### Ports around the boundary

Scale: 4 px per um. Pins as bars across the die edge, other pins in gray.
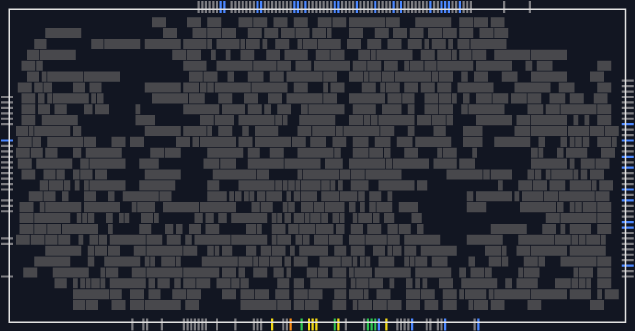
### Zoomed window

Region (57, 19) to (97, 59) um. Cells in gray, sequential cells in the stronger gray; small squares are vias.
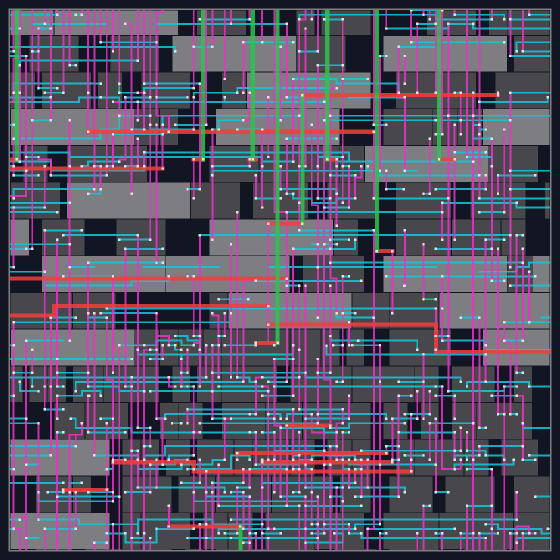
### Placement view

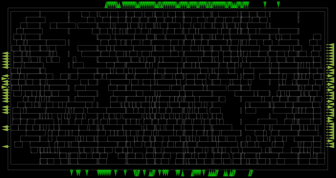
### Metal layers overlaid

Scale: 3 px per um. Only two layers are drawn.
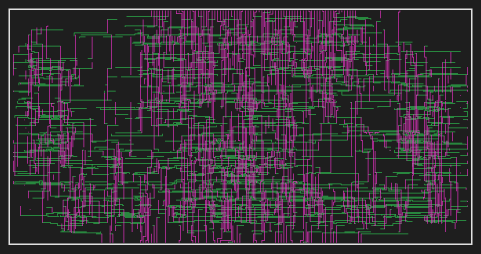
**config.mk**
```make
export PLATFORM = sky130hd
export DESIGN_NAME = commit_trace_tx
export DESIGN_NICKNAME = d
export VERILOG_FILES = /design/src/rtl/trace_pkg.sv /design/src/rtl/trace_word_mux.sv /design/src/rtl/commit_trace_tx.sv
export SDC_FILE = /design/constraint.sdc
export NUM_CORES = 1
export LEC_CHECK = 0
export CAP_MARGIN = 5
export CORE_ASPECT_RATIO = 0.5
export CORE_UTILIZATION = 48
export CTS_BUF_LIST = sky130_fd_sc_hd__clkbuf_8
export CTS_CLUSTER_DIAMETER = 50
export DETAILED_ROUTE_END_ITERATION = 8
export GPL_ROUTABILITY_DRIVEN = 0
export PLACE_DENSITY = 0.87
export RECOVER_POWER = 50
export SYNTH_ARGS = -nofsm -noshare
export SYNTH_HDL_FRONTEND = slang
export SYNTH_SLANG_ARGS = --single-unit
```
**constraint.sdc**
```tcl
create_clock -name clk -period 4.9 [get_ports clk]
set_input_delay 0.98 -clock clk [delete_from_list [all_inputs] [get_ports clk]]
set_output_delay 0.98 -clock clk [all_outputs]
set_load 0.01 [all_outputs]
```
**src/rtl/trace_pkg.sv**
```systemverilog
`default_nettype none
// ============================================================================
//  Module   : trace_pkg
//  Purpose  : Shared types and constants for the commit-trace emitter and
//             the receiver-side checker that consumes the same record format.
//  Revision : 1.0  initial release
// ============================================================================
package trace_pkg;

  // Emitter FSM: waiting for a commit, or streaming a record.
  typedef enum logic [0:0] {
    IDLE = 1'b0,
    SEND = 1'b1
  } state_t;

  // Word tags within one record.
  localparam logic [5:0] TAG_PC   = 6'd0;
  localparam logic [5:0] TAG_INST = 6'd1;
  localparam logic [5:0] TAG_REG0 = 6'd2;

  localparam int NUM_REGS_DEF = 32;
  localparam int REC_WORDS    = NUM_REGS_DEF + 2;

  // Tag carried by the final word of a record.
  function automatic logic [5:0] last_tag(input int num_regs);
    return 6'(num_regs + 1);
  endfunction

endpackage
`default_nettype wire

```
**src/rtl/trace_word_mux.sv**
```systemverilog
`default_nettype none
// ============================================================================
//  Module   : trace_word_mux
//  Purpose  : Selects record word n: pc, instruction, or regfile data.
//             Regfile register 0 always reads as zero regardless of the
//             debug port, matching the architectural hardwired zero.
//  Revision : 1.0  initial release
// ============================================================================
module trace_word_mux
  import trace_pkg::*;
#(
  parameter int DATA_W = 32
) (
  input  logic [5:0]        i_sel,
  input  logic [DATA_W-1:0] i_pc,
  input  logic [DATA_W-1:0] i_inst,
  input  logic [DATA_W-1:0] i_rf_rdata,
  output logic [DATA_W-1:0] o_word,
  output logic [4:0]        o_rf_raddr
);

  // Word select; the regfile address is only non-zero for register words.
  always_comb begin
    o_word     = '0;
    o_rf_raddr = '0;
    if (i_sel == TAG_PC) begin
      o_word = i_pc;
    end else if (i_sel == TAG_INST) begin
      o_word = i_inst;
    end else begin
      o_rf_raddr = 5'(i_sel - TAG_REG0);
      if (i_sel != TAG_REG0) begin
        o_word = i_rf_rdata;
      end
    end
  end

endmodule
`default_nettype wire

```
**src/rtl/commit_trace_tx.sv**
```systemverilog
`default_nettype none
// ============================================================================
//  Module   : commit_trace_tx
//  Purpose  : Streams a per-commit trace record (pc, instr, regfile0..N-1)
//             over a valid/ready link while holding the core via busy so
//             the register snapshot stays coherent.
//  Revision : 1.0  initial release
// ============================================================================
module commit_trace_tx
  import trace_pkg::*;
#(
  parameter int NUM_REGS = NUM_REGS_DEF,
  parameter int DATA_W   = 32,
  parameter int CNT_W    = 32
) (
  input  logic              clk,
  input  logic              reset,
  input  logic              trace_en,
  input  logic              commit,
  input  logic [DATA_W-1:0] commit_pc,
  input  logic [DATA_W-1:0] commit_inst,
  output logic [4:0]        rf_raddr,
  input  logic [DATA_W-1:0] rf_rdata,
  output logic              busy,
  output logic              tx_valid,
  input  logic              tx_ready,
  output logic [DATA_W-1:0] tx_data,
  output logic [5:0]        tx_tag,
  output logic              tx_last,
  output logic              overflow,
  output logic [CNT_W-1:0]  rec_cnt
);

  localparam logic [5:0] c_LAST_TAG = last_tag(NUM_REGS);

  state_t              r_state;
  logic [5:0]          r_idx;
  logic [DATA_W-1:0]   r_inst_hold;
  logic [DATA_W-1:0]   r_data;
  logic                r_valid;
  logic                r_last;
  logic                r_busy;
  logic                r_overflow;
  logic [CNT_W-1:0]    r_rec_cnt;

  logic                w_hs;
  logic                w_load;
  logic [5:0]          w_next_idx;
  logic [5:0]          w_sel;
  logic [DATA_W-1:0]   w_word;

  assign w_hs       = r_valid && tx_ready;
  assign w_next_idx = r_idx + 6'd1;
  // A load cycle fetches the next word of the current record.
  assign w_load     = (r_state == SEND) && w_hs && (r_idx < c_LAST_TAG);
  // Outside a load cycle the select parks at tag 0 so rf_raddr reads 0.
  assign w_sel      = w_load ? w_next_idx : TAG_PC;

  trace_word_mux #(
    .DATA_W (DATA_W)
  ) u_word_mux (
    .i_sel      (w_sel),
    .i_pc       (commit_pc),
    .i_inst     (r_inst_hold),
    .i_rf_rdata (rf_rdata),
    .o_word     (w_word),
    .o_rf_raddr (rf_raddr)
  );

  // Record FSM with registered stream outputs, busy, overflow and counter.
  always_ff @(posedge clk or negedge reset) begin
    if (!reset) begin
      r_state     <= IDLE;
      r_idx       <= '0;
      r_inst_hold <= '0;
      r_data      <= '0;
      r_valid     <= 1'b0;
      r_last      <= 1'b0;
      r_busy      <= 1'b0;
      r_overflow  <= 1'b0;
      r_rec_cnt   <= '0;
    end else begin
      case (r_state)
        IDLE: begin
          if (commit && trace_en) begin
            r_state     <= SEND;
            r_idx       <= TAG_PC;
            r_data      <= commit_pc;
            r_inst_hold <= commit_inst;
            r_valid     <= 1'b1;
            r_busy      <= 1'b1;
            r_last      <= 1'b0;
          end
        end
        SEND: begin
          // Core must not commit during a record; flag it and keep going.
          if (commit && trace_en) begin
            r_overflow <= 1'b1;
          end
          if (w_hs) begin
            if (r_idx == c_LAST_TAG) begin
              r_state   <= IDLE;
              r_valid   <= 1'b0;
              r_busy    <= 1'b0;
              r_last    <= 1'b0;
              r_rec_cnt <= r_rec_cnt + 1'b1;
            end else begin
              r_idx  <= w_next_idx;
              r_data <= w_word;
              r_last <= (w_next_idx == c_LAST_TAG);
            end
          end
        end
        default: begin
          r_state <= IDLE;
        end
      endcase
    end
  end

  assign busy     = r_busy;
  assign tx_valid = r_valid;
  assign tx_data  = r_data;
  assign tx_tag   = r_idx;
  assign tx_last  = r_last;
  assign overflow = r_overflow;
  assign rec_cnt  = r_rec_cnt;

endmodule
`default_nettype wire

```
==> impl_metrics.json <==
{
  "critical_path.startpoint": "commit",
  "logic_area_mm2": 0.002591,
  "post_synth_instance_area_mm2": 0.005523,
  "critPathCaptureType": "flop",
  "critPathKind": "in2reg",
  "path_clk_slew_ns": 0.10,
  "setup_violations": 0,
  "antenna_cells_inserted": 0,
  "clock_tree.root_cell": "clkbuf_8",
  "layout_top_cell": "clkdlybuf4s50_1",
  "cell_internal_pwr_w": 0.002178,
  "ctsHoldBuffers": 0,
  "max_slew_margin_pct": -43.86,
  "timing.critical_path.from_type": "input port",
  "most-common-layout-cells": "177 x clkdlybuf4s50_1, 106 x dfrtp_1, 46 x nor2_1, 35 x a21oi_1",
  "crit-reg2reg-launch": "r_state",
  "layout.buffer.nonclock.area_share_pct": 24.46,
  "cp_data_arrival_time_ns": 4.69,
  "reg2reg_setup_slack_ns": 1.17,
  "number_of_placed_cells_counting_well_taps": 804,
  "multi_input_comb_cells": 345,
  "syn_to_final_growth_pct": 36.70,
  "non_clock_inverter_instance_count_of_the_final_layout": 20,
  "synthesis.instances": 505,
  "postSynth.asyncResetShare_pct": 100.0,
  "max-cap-violations": 3,
  "worst-endpoint-required_ns": 5.16,
  "grt_start_max_net_pins": 76,
  "pre_place_util_pct": 49.84,
  "crit_slowest_cell": "clkbuf_1",
  "power.largest_group": "combinational cells",
  "number_of_global_route_vias_before_repair": 4599,
  "nFlopsAndLatches": 106,
  "post_synth_mux_area_share_pct": 10.53,
  "groute.layer.met2.usage_pct": 40.23,
  "warnings": 29,
  "ys_warn_count": 0,
  "clock_skew_ns": 0.007993,
  "final_net_count": 777,
  "synth-seq-area-share_pct": 48.03,
  "synth-cells-yosys": 505,
  "total_switching_power_w": 0.001312,
  "chip_area_mm2": 0.01197,
  "leakage_nw": 3.231,
  "grt_setup_unrepaired": "no",
  "finalWorstSetupSlack_ns": 0.4671,
  "netlist_top_cells_count": "106 x dfrtp_1, 46 x nor2_1, 35 x a21oi_1",
  "drt-initial-drc-count": 255,
  "worst_skew_pair.late_latency_ns": 0.36,
  "share_of_synthesized_cell_area_in_and_or_and_or_and_compound_cells_pct": 16.79,
  "ioPinCount": 180,
  "dpl.hpwl_mm": 10.07,
  "detail_route.wirelength.met1_mm": 6.363,
  "dominant_combinational_cell_family_by_area_after_synthesis": "AND-OR/OR-AND gates",
  "switching_share_pct": 37.59,
  "cp_num_buf_inv": 3,
  "grt-busiest-layer": "met2",
  "yosys.stat.chipArea_mm2": 0.005523,
  "slew_at_the_pin_with_the_worst_max_slew_slack_ns": 2.158,
  "power_clock_w": 0.000555,
  "nNonClkBuffers": 188,
  "power-per-cell-area_mw_per_mm2": 462.2,
  "synth_dominant_cell_count": "dfrtp_1",
  "hold_depth": 1,
  "tap-cell-count": 145,
  "synth_area_leader_cell": "dfrtp_1",
  "post-route-period-util_pct": 90.47,
  "post_cts_resize_count": 0,
  "route.met3.wl_um": 702,
  "slew_viol_final": 149,
  "grt_antenna_before_repair": 0,
  "dominantRegCellSynth": "dfrtp_1",
  "avgViaCountPerCell": 5.522,
  "final_core_util_pct": 68.13,
  "largest_delay_share_family_worst_path": "buffers and inverters",
  "hold_path_startpoint": "rec_cnt[31]",
  "drtAntennaViolNets": 0,
  "finalHoldWorstSlack_ns": 0.4863,
  "worstPathCellList": "dlygate4sd3_1 -> nand3b_1 -> clkbuf_1 -> a32o_1 -> buf_4 -> nor2_1 -> a31o_2 -> a221oi_1",
  "pwr-share-seq_pct": 37.4,
  "fraction_of_final_layout_cells_with_drive_strength_greater_than_1_pct": 13.48,
  "average_cell_area_after_synthesis_um2": 10.94,
  "dpl-instance-area_mm2": 0.007372,
  "yosys.area_share.adder_pct": 1.359,
  "cts_tree": "built",
  "timing.setup.tns_ns": 0,
  "p_comb_w": 0.00163,
  "clock_sinks": 106,
  "core_region_area_mm2": 0.01108,
  "logic_gate_fraction_of_the_total_cell_area_pct": 34.32,
  "maxUsedRoutingLayer": "met4",
  "timing.critical_path.fanout_max": 39,
  "global_route.overflow_total": 0,
  "rows": 27,
  "period_minus_slack_ns": 4.433,
  "yosys.area_share.xor_xnor_pct": 5.868,
  "layout.clock_buffers": 10,
  "status": "complete, but fails checks",
  "violations_in_the_final_reports": "capacitance limit, slew limit",
  "crit-reg2reg-capture": "tx_data[6]",
  "gr-usage-met1_pct": 31.71,
  "synth-seq-cells": 106
}
About 'Ports around the boundary':
orange -> overflow  # pins 1, direction output, edge bottom
blue -> tx_data  # pins 32, direction output, edge 18 top, 9 right, 4 bottom, 1 left
yellow -> tx_tag  # pins 6, direction output, edge bottom
green -> rf_raddr  # pins 5, direction output, edge bottom
Die Y: 77.85 um
die span in x: 153.7 um
I/O Buffers: 179

About 'Zoomed window':
green -> metal 4
cyan -> metal 1
magenta -> metal 2
red -> metal 3
netlist names of flops here include = r_inst_hold (9), tx_tag (5), tx_data (4)
cells with their middle in the window = 129
sequential cells in the window = 19
most frequent = dfrtp_1 (19), clkdlybuf4s50_1 (17), nand2_1 (13)

About 'Placement view':
final non-filler cell total: 820
count of fill cells added during filler insertion: 838
sequential share of cell area: 35.13%

About 'Metal layers overlaid':
magenta -> metal 2  # wire length 6,940 um
green -> metal 1  # wire length 6,360 um
mean routed wirelength per cell: 17.41 um
overall fraction of global-route tracks in use: 24.26%

Power and IR drop assume default switching activity.
